run_1/congestion.png
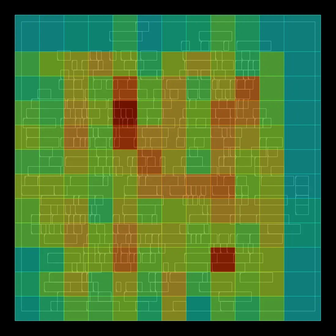
run_1/clk_routes.png
The bar under the picture is 20 microns long.
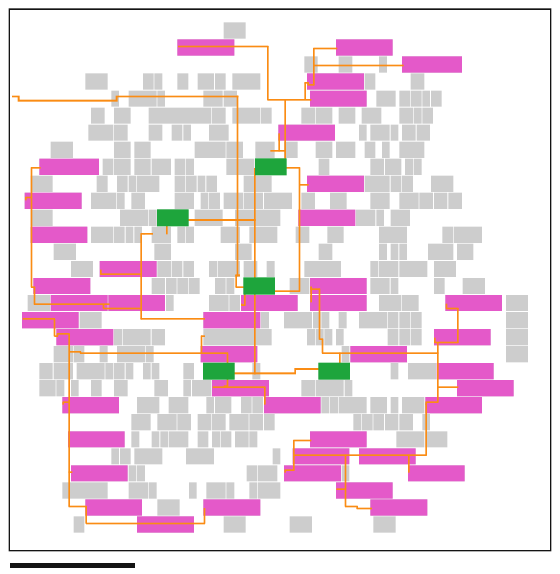
run_1/io_placement.png
Pins as bars across the die edge, other pins in gray.
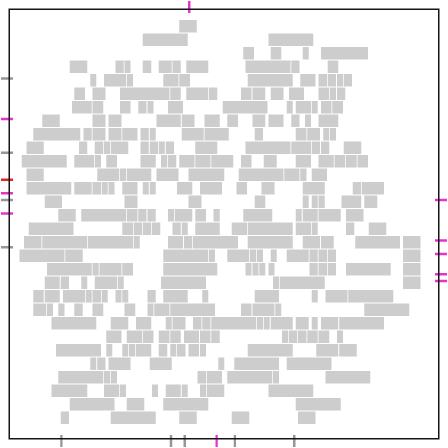
Design dms_cp_digital, sky130hd; sources not shown.
==> impl_metrics.py, run 1 <==
# Metrics from the implementation run
metrics = {
    "grt": {
        "grt_pass1_wl_microns": 9673,
        "grt_pass1_vias": 2074,
        "gr-total-overflow": 0,
        "antenna_found_initial": 0,
        "grt_max_degree": 33,
        "grt_use_met2": 0.2498,
        "grt_busiest_layer": "met2",
    },
    "setup_path": {
        "path_delay_family": "AND-OR/OR-AND gates",
        "crit_fanout": 10,
        "path_buffers": 3,
        "cp_num_cells": 15,
        "cp.required_ps": 4860,
        "crit_arrival_ps": 4290,
        "slowest_delay_ps": 600,
        "r2r_slack_ps": 580,
        "critical_path.endpoint_type": "flop",
        "path_cells": "inv_1 -> ha_1 -> nand4bb_1 -> or4_4 -> buf_2 -> a21o_1 -> ha_1 -> fa_1 -> a211oi_2 -> nor2_1 -> o211ai_1 -> a21boi_0 -> nand2b_1 -> buf_2 -> a21oi_1",
    },
    "job": {
        "tool_warnings": 35,
        "maxCapViolations": 0,
    },
    "cells_and_area": {
        "fill_cells": 647,
        "comb_area_frac": 0.4875,
        "diodes": 0,
        "inverters": 21,
        "stdcell_count": 404,
        "mi_logic_area_sq_um": 1556,
        "fin_nets": 350,
        "dominant_cells": "logic gates",
        "seq_cell_count": 43,
        "clkCellAreaFrac": 0.03644,
        "lay_top_count": "dfrtp_1",
        "flop_area_sq_um": 1079,
        "seq-cell-share": 0.3378,
        "syn_to_final_growth_pct": 15.21,
        "comb_cells": 219,
    },
    "detailed_routing": {
        "dr_wl_met3_microns": 173,
        "num_vias": 2173,
        "dr.first_iter.drc_count": 89,
        "dr.pass1.iters": 4,
        "post-route-drc-count": 0,
        "wire_per_inst_microns": 13.60,
        "wl_microns": 5494,
        "drt-met1-wl_microns": 2831,
        "maxUsedRoutingLayer": "met4",
        "wl_met2_microns": 2395,
        "via_per_inst": 5.379,
    },
    "power_and_ir_drop": {
        "p_comb_frac": 0.241,
        "powerDensity_nw_per_um2": 287.3,
        "seq_power_share": 0.436,
        "ir_drop_mv": 0.1552,
        "intPower_w": 0.0006401,
        "p_leak_nw": 1.467,
        "comb_power_w": 0.000221,
        "switching_share": 0.3021,
        "p_seq_w": 0.000400,
    },
    "logic_synthesis": {
        "ys_cells": 296,
        "edf_count": 0,
        "top_area_frac": 0.3702,
        "ys.flop_type": "dfrtp_1",
        "synthTopCellsByCount": "dfrtp_1 (41), nor2_1 (35), ha_1 (21), inv_1 (21), a21oi_1 (19)",
        "ys_seq_share": 0.3892,
        "yosys_warnings": 0,
        "syn_area_per_cell_sq_um": 9.363,
        "async_reset_ff_frac": 1.000,
        "synthDistinctLibCells": 61,
        "top_area_cell": "dfrtp_1",
        "yosys-stat-area_sq_um": 2771,
        "synth_cells": 296,
        "yosysMostFrequentCell": "dfrtp_1",
        "ys_ff": 43,
    },
    "final_timing": {
        "setup_violations": 0,
        "worstMarginPinSlew_ps": 511.7,
        "final_hold_viol_count": 0,
        "worst_slack_ps": 576.5,
        "tns_ps": 0,
        "rsz0062_at_grt": "false",
        "drv_slew": 0,
        "period_minus_slack_ps": 4123,
        "slew_headroom": 0.6589,
        "min_period_over_period": 0.8773,
    },
    "outcome": {
        "status": "finished, final reports clean",
    },
    "placed_design": {
        "pre_cts_ws_ps": 605.9,
        "place_congestion": 0.8017,
    },
    "cts": {
        "postCtsSetupRepairBufs": 0,
        "clk_path_buf_depth": 2,
        "clock_sinks": 43,
        "clk_pin_slew_worst_paths_ps": 90,
        "cts_buffers": 5,
        "cts_hold_buf": 0,
        "tritoncts": "built",
    },
    "floorplan": {
        "initCoreUtil": 0.4102,
        "chipArea_sq_um": 7436,
        "num_tap_cells": 80,
    },
}
About congestion.png:
met3 Use GR: 0.03333
met1 GRT Util: 0.2320
GRT Total Usage: 0.1623

About clk_routes.png:
[clock drivers] green | count: 5
[clock wires] orange | length: 564 microns
[flip-flops] magenta | count: 43
routed clock nets: 6
Max Clock Skew: 6.433 ps
Clock power frac: 0.323
worst skew pair latency: 300 ps
power in the clock group: 0.000296 W

About io_placement.png:
| port | color | pins | direction | edge |
|---|---|---|---|---|
| `sat_lo` | red | 1 | output | left |
| `cp_code` | magenta | 10 | output | 5 right, 3 left, 1 bottom, 1 top |
all pins by edge: 8 left, 6 bottom, 5 right, 1 top
# port buffers: 19
DIE WIDTH: 86.24 microns
die y size: 86.24 microns

run 1: cell families (layout without fill, tap and decap cells):
| logic type | Yosys count | in the layout | share of synthesized area |
|---|---|---|---|
| simple gates | 109 | 109 | 0.2176 |
| compound gates | 70 | 70 | 0.1829 |
| flops | 43 | 43 | 0.3892 |
| buf+inv | 34 | 62 | 0.04921 |
| fa+ha+maj | 22 | 22 | 0.1020 |
| xor+xnor | 14 | 14 | 0.04424 |
| mux | 4 | 4 | 0.01490 |
run 1: metrics by stage:
stage / total power (W) / util / instance area [sq um]
global placement: 0.0006261 / 0.4531 / 3062
finish: 0.0009173 / 0.4726 / 3193
CTS: 0.0009329 / 0.4726 / 3193
global route: 0.0009752 / 0.4726 / 3193
detailed placement: 0.0006294 / 0.4554 / 3077
floorplan: 0.0005654 / - / 2771
run_1/flops_by_reg.png
Other sequential cells in the stronger gray, the rest of the logic in the fainter gray.
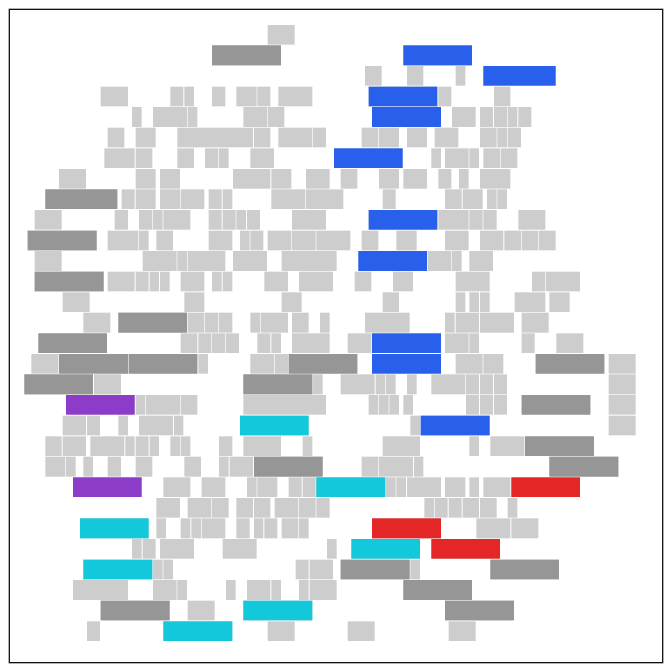

--- run 2 (diff from run 1) ---
--- a/config.mk
+++ b/config.mk
@@ -5,10 +5,12 @@
 export SDC_FILE = /design/constraint.sdc
 export NUM_CORES = 1
 export LEC_CHECK = 0
+export ABC_AREA = 1
 export CORE_MARGIN = 1.5
 export CORE_UTILIZATION = 40
 export DETAILED_ROUTE_END_ITERATION = 8
 export GPL_TIMING_DRIVEN = 0
+export MAX_ROUTING_LAYER = met4
 export SETUP_SLACK_MARGIN = 0.15
 export SYNTH_ARGS = -nofsm -noshare
 export SYNTH_HDL_FRONTEND = slang
run_2/flops_by_reg.png
Other sequential cells in the stronger gray, the rest of the logic in the fainter gray.
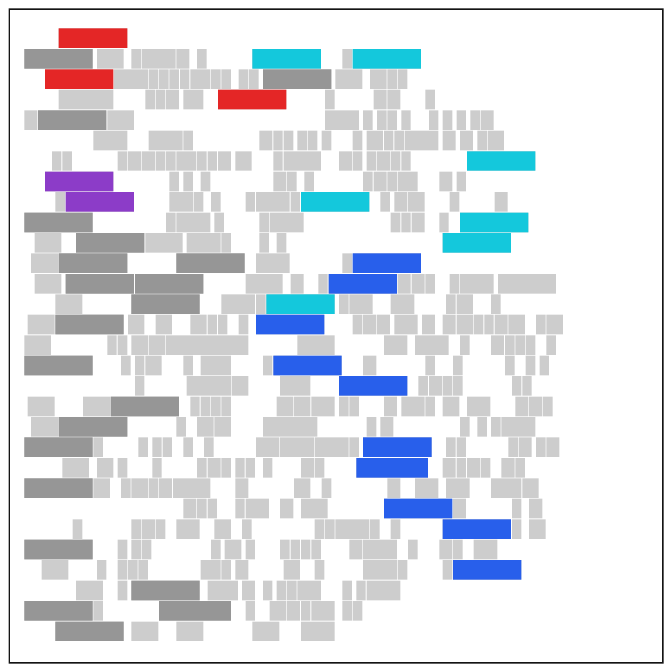
| name in the netlist | color | placed flops |
|---|---|---|
| `r_both` | red | 3 |
| `r_quiet` | cyan | 7 |
| `r_state` | purple | 2 |
| `r_integ` | blue | 10 |
flop share of the area: 0.3327
Seq power: 0.000391 W
Seq. cell area: 1079 sq um

run_2/io_placement.png
Pins as bars across the die edge, other pins in gray.
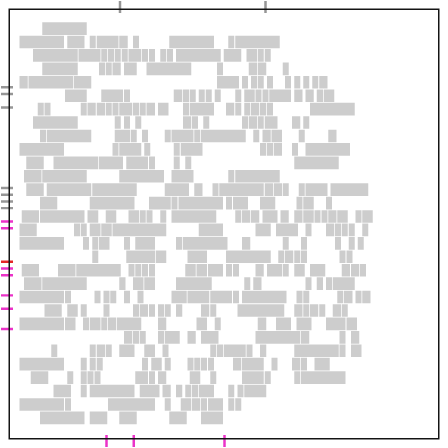
| port | color | pins | direction | edge |
|---|---|---|---|---|
| `cp_code` | magenta | 10 | output | 7 left, 3 bottom |
| `sat_lo` | red | 1 | output | left |
die y size: 86.73 microns
DIE WIDTH: 86.73 microns

run_2/congestion.png
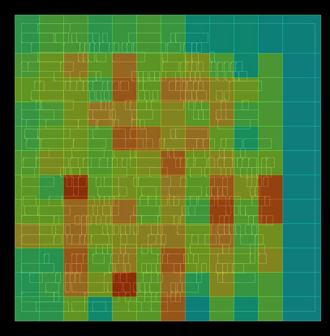
Core Util, Final: 0.4772
met1 GRT Util: 0.2325
M2 GR Usage: 0.2756
routed length per instance: 11.42 microns

==> run 2 against run 1 <==
Hold slack got worse by 78 ps; sequential share of layout area fell by 0.51 points; maximum frequency is 15% higher; clock-buffer cell count did not move; largest power group unchanged; highest routed layer unchanged.
==> impl_metrics.py, run 2 <==
# Metrics from the implementation run
metrics = {
    "outcome": {
        "status": "finished, final reports clean",
    },
    "setup_path": {
        "critical_path.endpoint_type": "flop",
        "crit_fanout": 10,
        "path_buffers": 5,
        "slowest_delay_ps": 440,
        "r2r_slack_ps": 1100,
        "start_kind": "flop",
        "path_delay_family": "simple AND/OR/NAND/NOR gates",
        "cp.required_ps": 4930,
        "crit_arrival_ps": 3830,
        "cp_num_cells": 25,
    },
    "logic_synthesis": {
        "ys.flop_type": "dfrtp_1",
        "ys_sh_mux": 0,
        "ys_seq_share": 0.3846,
        "synth-xor-area-share": 0.03436,
        "synth-adder-area-share": 0.1008,
        "synthTopCellsByCount": "nand2_1 (76), inv_1 (56), nor2_1 (46), dfrtp_1 (41), nand3_1 (25)",
        "yosys-stat-area_sq_um": 2804,
        "syn_area_per_cell_sq_um": 7.661,
        "syn-cell-area_sq_um": 2804,
        "edf_count": 0,
        "top_area_cell": "dfrtp_1",
        "yosysMostFrequentCell": "nand2_1",
        "async_reset_ff_frac": 1.000,
        "top_area_frac": 0.3659,
        "synthDistinctLibCells": 40,
        "synthAoiAreaFrac": 0.07407,
        "ys_ff": 43,
        "simple_gate_area_frac": 0.3088,
        "synth_cells": 366,
        "ys_cells": 366,
    },
    "cells_and_area": {
        "fin_nets": 420,
        "final_area_sq_um": 3242,
        "stdcell_count": 490,
        "syn_to_final_growth_pct": 15.62,
        "lay_top_count": "nand2_1",
    },
    "placed_design": {
        "pre_cts_ws_ps": 1117,
        "portBuffers": 19,
        "placed_area_sq_um": 3129,
        "place_congestion": 0.8958,
    },
    "cts": {
        "clk_path_buf_depth": 2,
        "clock_sinks": 43,
        "clk_pin_slew_worst_paths_ps": 80,
        "postCtsSetupRepairBufs": 0,
        "cts-root-buf": "clkbuf_8",
        "tritoncts": "built",
        "cts_hold_buf": 0,
        "clk_latency_ps": 300,
        "cts_buffers": 5,
    },
    "detailed_routing": {
        "dr.first_iter.drc_count": 155,
        "wl_met2_microns": 2523,
        "num_vias": 2251,
        "wl_microns": 5598,
        "post-route-drc-count": 0,
        "drt-met1-wl_microns": 2842,
        "dr.pass1.iters": 4,
        "dr_wl_met3_microns": 189,
    },
    "final_timing": {
        "worstMarginPinSlew_ps": 510.6,
        "tns_ps": 0,
        "slew_headroom": 0.6596,
        "final_hold_viol_count": 0,
        "clock_skew_ps": 9.100,
        "min_period_over_period": 0.7658,
        "setup_violations": 0,
        "worst_slack_ps": 1101,
        "period_minus_slack_ps": 3599,
        "rsz0062_at_grt": "false",
    },
    "grt": {
        "grt_pass1_wl_microns": 10050,
        "grt_busiest_layer": "met2",
        "antenna_found_initial": 0,
        "grt_use_met3": 0.02952,
        "grt_use_total": 0.1733,
        "grt_pass1_vias": 2215,
        "gr-total-overflow": 0,
    },
    "floorplan": {
        "initCoreUtil": 0.4127,
        "chipArea_sq_um": 7521,
        "io_pins": 20,
    },
    "power_and_ir_drop": {
        "clkPwrFrac": 0.328,
        "comb_power_w": 0.000189,
        "finalPower_w": 0.0008640,
        "seq_power_share": 0.453,
        "power_leader": "registers",
        "powerDensity_nw_per_um2": 266.5,
        "ir_drop_mv": 0.1838,
        "p_leak_nw": 1.751,
        "p_comb_frac": 0.219,
        "pg_clk_w": 0.000284,
        "intPower_w": 0.0006095,
        "switching_share": 0.2945,
    },
    "job": {
        "maxCapViolations": 0,
        "tool_warnings": 35,
    },
}
run 2: cell count changes after synthesis, moves of 7 or more:
cell,before,now
nand2_1,12,76
inv_1,21,56
nand3_1,4,25
a21oi_1,19,5
nor2_1,35,46
nand2_2,0,10
nand4_1,6,14
a21o_1,7,0
xnor2_1,9,2
run 2: layout make-up:
| type | count | area, sq um |
|---|---|---|
| Timing Repair Buffer | 20 | 205.2 |
| Fill cell | 666 | 3552 |
| Tap cell | 96 | 120.1 |
| Clock inverter | 3 | 43.79 |
| Clock buffer | 5 | 68.82 |
| Multi-Input combinational cell | 253 | 1453 |
| Inverter | 64 | 240.2 |
| Sequential cell | 43 | 1079 |
| Buffer | 6 | 32.53 |
Power and IR drop assume default switching activity.
